`config.mk`:
```
export PLATFORM = sky130hd
export DESIGN_NAME = relational_flat
export DESIGN_NICKNAME = d
export VERILOG_FILES = /design/src/rtl/relational_pkg.sv /design/src/rtl/relational_if.sv /design/src/rtl/relational_cmp.sv /design/src/rtl/relational.sv /design/src/flat_wrapper.sv
export SDC_FILE = /design/constraint.sdc
export NUM_CORES = 1
export LEC_CHECK = 0
export CAP_MARGIN = 20
export CORE_AREA = 2 2 39 41
export DETAILED_ROUTE_END_ITERATION = 12
export DIE_AREA = 0 0 41 43
export PLACE_DENSITY = 0.33
export SLEW_MARGIN = 10
export SYNTH_ARGS = -nofsm -noshare
export SYNTH_HDL_FRONTEND = slang
export SYNTH_SLANG_ARGS = --single-unit
```
`constraint.sdc`:
```
create_clock -name clk -period 1.16 [get_ports clk]
set_clock_uncertainty 0.15 [all_clocks]
set_input_delay 0.232 -clock clk [delete_from_list [all_inputs] [get_ports clk]]
set_output_delay 0.232 -clock clk [all_outputs]
set_load 0.1 [all_outputs]
```
`src/rtl/relational_pkg.sv`:
```
// Shared constants and result type for the relational comparator slice.
package relational_pkg;

  localparam int WIDTH_DEF = 1;
  localparam int WIDTH_MAX = 64;

  localparam logic CMP_UNSIGNED = 1'b0;
  localparam logic CMP_SIGNED   = 1'b1;

  typedef struct packed {
    logic gt;
    logic lt;
    logic eq;
  } cmp_res_t;

  localparam cmp_res_t CMP_RES_CLEAR = '{gt: 1'b0, lt: 1'b0, eq: 1'b0};

endpackage

```
`src/rtl/relational_if.sv`:
```
// Request/result bundle for the relational comparator.
// Extended ge/le/ne wires exist only with RELATIONAL_EXT_OUTPUTS_EN defined.
interface relational_if import relational_pkg::*; #(
  parameter int WIDTH = WIDTH_DEF
) ();

  logic             in_valid;
  logic             cmp_signed;
  logic [WIDTH-1:0] a;
  logic [WIDTH-1:0] b;
  logic             out_valid;
  logic             gt;
  logic             lt;
  logic             eq;
`ifdef RELATIONAL_EXT_OUTPUTS_EN
  logic             ge;
  logic             le;
  logic             ne;
`endif

  modport master (
    output in_valid, cmp_signed, a, b,
`ifdef RELATIONAL_EXT_OUTPUTS_EN
    input  ge, le, ne,
`endif
    input  out_valid, gt, lt, eq
  );

  modport slave (
    input  in_valid, cmp_signed, a, b,
`ifdef RELATIONAL_EXT_OUTPUTS_EN
    output ge, le, ne,
`endif
    output out_valid, gt, lt, eq
  );

endinterface

```
`src/rtl/relational_cmp.sv`:
```
// Combinational magnitude/equality compare of two WIDTH-bit operands,
// unsigned or two's-complement selected by cmp_signed.
module relational_cmp import relational_pkg::*; #(
  parameter int WIDTH = WIDTH_DEF
) (
  input  logic [WIDTH-1:0] a,
  input  logic [WIDTH-1:0] b,
  input  logic             cmp_signed,
  output cmp_res_t         res
);

  logic [WIDTH-1:0] a_key_s;
  logic [WIDTH-1:0] b_key_s;
  cmp_res_t         res_s;

  // Inverting the sign bit maps two's-complement order onto unsigned order.
  always_comb begin
    a_key_s = a;
    b_key_s = b;
    if (cmp_signed == CMP_SIGNED) begin
      a_key_s[WIDTH-1] = ~a[WIDTH-1];
      b_key_s[WIDTH-1] = ~b[WIDTH-1];
    end else begin
      a_key_s = a;
      b_key_s = b;
    end
  end

  // Exactly one flag is raised; equality uses the raw bits.
  always_comb begin
    res_s = CMP_RES_CLEAR;
    if (a == b) begin
      res_s.eq = 1'b1;
    end else if (a_key_s < b_key_s) begin
      res_s.lt = 1'b1;
    end else begin
      res_s.gt = 1'b1;
    end
  end

  assign res = res_s;

endmodule

```
`src/rtl/relational.sv`:
```
// Registered relational comparator with one-cycle latency.
// Define RELATIONAL_EXT_OUTPUTS_EN to add registered ge/le/ne outputs.
module relational import relational_pkg::*; #(
  parameter int WIDTH      = WIDTH_DEF,
  parameter bit SIGNED_DEF = 1'b0
) (
  input  logic         clk,
  input  logic         rst_n,
  relational_if.slave  bus
);

  logic     mode_s;
  cmp_res_t cmp_res_s;
  logic     out_valid_r;
  cmp_res_t res_r;

  // SIGNED_DEF forces signed mode when the integrator ties cmp_signed low.
  assign mode_s = bus.cmp_signed | SIGNED_DEF;

  relational_cmp #(.WIDTH(WIDTH)) u_cmp (
    .a          (bus.a),
    .b          (bus.b),
    .cmp_signed (mode_s),
    .res        (cmp_res_s)
  );

  // Valid pipeline stage and result flags held while in_valid is low.
  always_ff @(posedge clk or negedge rst_n) begin
    if (!rst_n) begin
      out_valid_r <= 1'b0;
      res_r       <= CMP_RES_CLEAR;
    end else begin
      out_valid_r <= bus.in_valid;
      if (bus.in_valid) begin
        res_r <= cmp_res_s;
      end
    end
  end

  assign bus.out_valid = out_valid_r;
  assign bus.gt        = res_r.gt;
  assign bus.lt        = res_r.lt;
  assign bus.eq        = res_r.eq;

`ifdef RELATIONAL_EXT_OUTPUTS_EN
  logic ge_r;
  logic le_r;
  logic ne_r;

  // Derived flags registered alongside the base result so they share its timing.
  always_ff @(posedge clk or negedge rst_n) begin
    if (!rst_n) begin
      ge_r <= 1'b0;
      le_r <= 1'b0;
      ne_r <= 1'b0;
    end else if (bus.in_valid) begin
      ge_r <= cmp_res_s.gt | cmp_res_s.eq;
      le_r <= cmp_res_s.lt | cmp_res_s.eq;
      ne_r <= ~cmp_res_s.eq;
    end
  end

  assign bus.ge = ge_r;
  assign bus.le = le_r;
  assign bus.ne = ne_r;
`endif

endmodule

```
`src/flat_wrapper.sv`:
```
// flat-port wrapper written by rule: the top's interface ports become plain ports
module relational_flat import relational_pkg::*;
#(
  parameter int WIDTH      = WIDTH_DEF,
  parameter bit SIGNED_DEF = 1'b0
)
  (clk, rst_n, bus_in_valid, bus_cmp_signed, bus_a, bus_b, bus_out_valid, bus_gt, bus_lt, bus_eq);
  relational_if #(.WIDTH(WIDTH)) bus_i ();
  input  logic clk;
  input  logic rst_n;
  input wire logic [$bits(bus_i.in_valid)-1:0] bus_in_valid;
  input wire logic [$bits(bus_i.cmp_signed)-1:0] bus_cmp_signed;
  input wire logic [$bits(bus_i.a)-1:0] bus_a;
  input wire logic [$bits(bus_i.b)-1:0] bus_b;
  output wire logic [$bits(bus_i.out_valid)-1:0] bus_out_valid;
  output wire logic [$bits(bus_i.gt)-1:0] bus_gt;
  output wire logic [$bits(bus_i.lt)-1:0] bus_lt;
  output wire logic [$bits(bus_i.eq)-1:0] bus_eq;
  assign bus_i.in_valid = bus_in_valid;
  assign bus_i.cmp_signed = bus_cmp_signed;
  assign bus_i.a = bus_a;
  assign bus_i.b = bus_b;
  assign bus_out_valid = bus_i.out_valid;
  assign bus_gt = bus_i.gt;
  assign bus_lt = bus_i.lt;
  assign bus_eq = bus_i.eq;
  relational #(.WIDTH(WIDTH), .SIGNED_DEF(SIGNED_DEF)) u_core (.clk(clk), .rst_n(rst_n), .bus(bus_i));
endmodule
```
==> results.cfg <==
; synthesis and place-and-route metrics
[floorplanning]
ios = 10
core-area_mm2 = 0.00138
fp.dieArea_mm2 = 0.00176
initCoreUtil = 0.125
die_w_um = 41
die_h_um = 43
rows = 14

[logic_synthesis]
ys_warn_count = 0
yosys.cell_types.count = 7
top_cells_by_count = 4 x dfrtp_1, 2 x a31oi_1, 2 x nand3b_1, 2 x nor2_1, 2 x or3b_1
ys.flops = 4
yosysTopAreaCellShare = 0.580
synth_area_um2 = 173
top_cells_by_area = dfrtp_1 58%, or3b_1 10%, nand3b_1 8.7%
synth_top_cell_by_area = dfrtp_1
syn-num-nets = 20
synth.most_common_cell = dfrtp_1
ys_cells = 14
synth_async_sr_flop_share = 1.00
ys_seq_frac = 0.580

[worst_setup_path]
worst_r2r_path_depth = 1
arrival_ps = 810
path_depth = 1
cp-start-kind = flop
worstSetupPathType = reg2out
worst-path-max-fanout = 2
crit_slowest_cell = dfrtp_2
rr_endpoint = u_core.bus.eq
rr_startpoint = u_core.bus.eq
rrSetupSlack_ps = 220

[sta]
rsz0062_at_grt = yes
setup_viol = 4
hold-worst-slack_ps = 58.2
hold_violations = 0
final.setup.worst_slack_ps = -34.5
post-route-min-period_ps = 1190
setup-tns-final_ps = -120
drv_slew = 0
period_used_share = 1.03
worst_slew_pin_slew_ps = 191

[global_routing]
grt_pass1_vias = 155
busiest_layer = met4
gr-total-overflow = 0
grtUsageTotal = 0.0573
grt_max_degree = 6
grt_pass1_wl_um = 600

[detailed_routing]
wl_per_cell_um = 8.24
wl_met3_um = 61
met2WireLength_um = 180
drt_iter0_markers = 2
wl_met1_um = 137
via_per_inst = 3.61
first_pass_iters = 2

[cells_and_area]
layoutNonFillerInstCount = 46
fin_nets = 38
logic_area_um2 = 72.6
diodes = 0
post-route-util = 0.275
fillers = 154
seqCellArea_um2 = 105
area_growth_syn_to_layout_pct = 120

[outcome]
violations = negative setup slack
status = complete, but fails checks

[pwr]
p_sw_frac = 0.350
p_clk_frac = 0.298
p_comb_frac = 0.395
internal_power_uw = 363
leakage_nw = 0.166

[placed_design]
gp_congestion = 0.588
placed_area_um2 = 350
place_inst = 42
place_ws_ps = -372
io_buffers = 9

[clock_tree]
cts_max_path_buffers = 2
cts_inserted_buffers = 3
root_buffer = clkbuf_4
cts_tree = built
cts.clk_slew.worst_paths_ps = 30

[run]
cap_viol_max_count = 0
cell usage in the layout (no fill, tap or decap), types with 2 or more instances in the layout:
cell type,Yosys,final
a31oi_1,2,2
buf_12,0,4
buf_4,0,4
clkbuf_4,0,3
clkdlybuf4s50_1,0,2
dfrtp_2,0,4
dlygate4sd2_1,0,2
nand3b_1,2,2
nor2_1,2,2
or3b_1,2,2
layout make-up:
cell class | count | area share
flip-flops and latches | 4 | 0.276
multi-input cells | 10 | 0.191
repair buffers | 13 | 0.421
clock buffers | 3 | 0.0592
well taps | 16 | 0.0526
worst min-delay path by stage:
stage	start	end	slack (ps)	depth (start not counted)
detailed placement	rst_n	u_core.bus.lt	310	1
finish	rst_n	u_core.bus.lt	60	1
global route	rst_n	u_core.bus.gt	60	1
CTS	rst_n	u_core.bus.lt	50	1
global placement	rst_n	u_core.bus.lt	300	1
floorplan	rst_n	u_core.bus.eq	-210	0
registers in the layout (all words and copies together) (netlist names):
name,cells
u_core.bus.eq,1
u_core.bus.gt,1
u_core.bus.lt,1
u_core.bus.out_valid,1
repair_timing:
item / in CTS / in global routing
cloned: 0 / 0
hold endpoints to repair: 0 / 0
buffers inserted: 1 / 0
gates resized: 2 / 1
pin swaps: 1 / 2
endpoints found under the setup margin: 7 / 6
logic make-up after synthesis:
kind of cell | after synthesis | share of synthesized area
compound gates | 2 | 0.0725
flops | 4 | 0.580
xor+xnor | 1 | 0.0507
simple gates | 6 | 0.232
mux | 1 | 0.0652
power groups by stage:
stage,logic (mW),registers [mW],clock network [mW]
2_1_floorplan,0.0188,0.269,0
3_3_place_gp,0.220,0.173,0
3_5_place_dp,0.220,0.173,0
4_1_cts,0.223,0.171,0.179
5_1_grt,0.231,0.172,0.194
6_report,0.221,0.171,0.166
Figure 1. Metal 1.
Supply wires on this layer in grey.
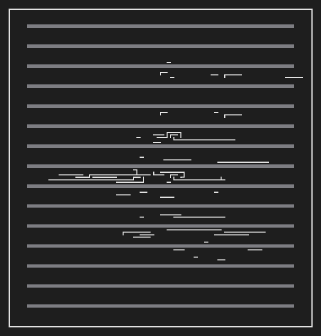
main direction	horizontal
longest straight run	11.5 um
nets with wire on the layer	26
share of all routed wire	36%
WL final: 379 um
met1 usage: 0.0484
via count: 166

Figure 2. Metal 2.
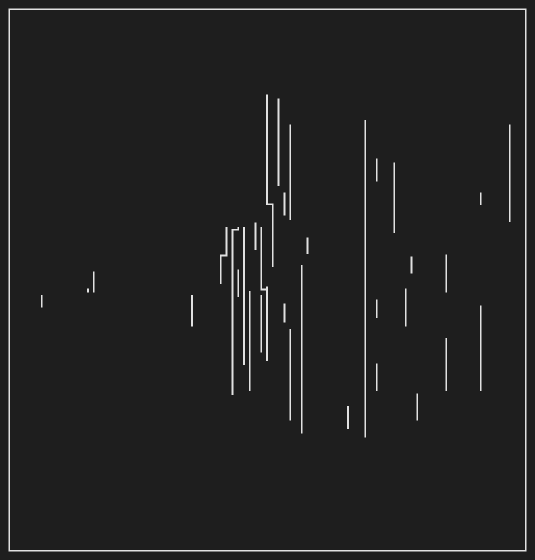
share of all routed wire	48%
nets with wire on the layer	29
wire length on this layer	181 um
longest straight run	25.2 um
main direction	vertical
grt met2 use: 0.0750

Figure 3. M3 wires.
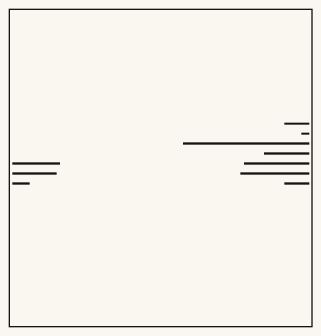
wire length on this layer	61.6 um
share of all routed wire	16%
main direction	horizontal
met3 GRT Util: 0.0314

No activity file was given, so power comes from the tool's default toggle rates.
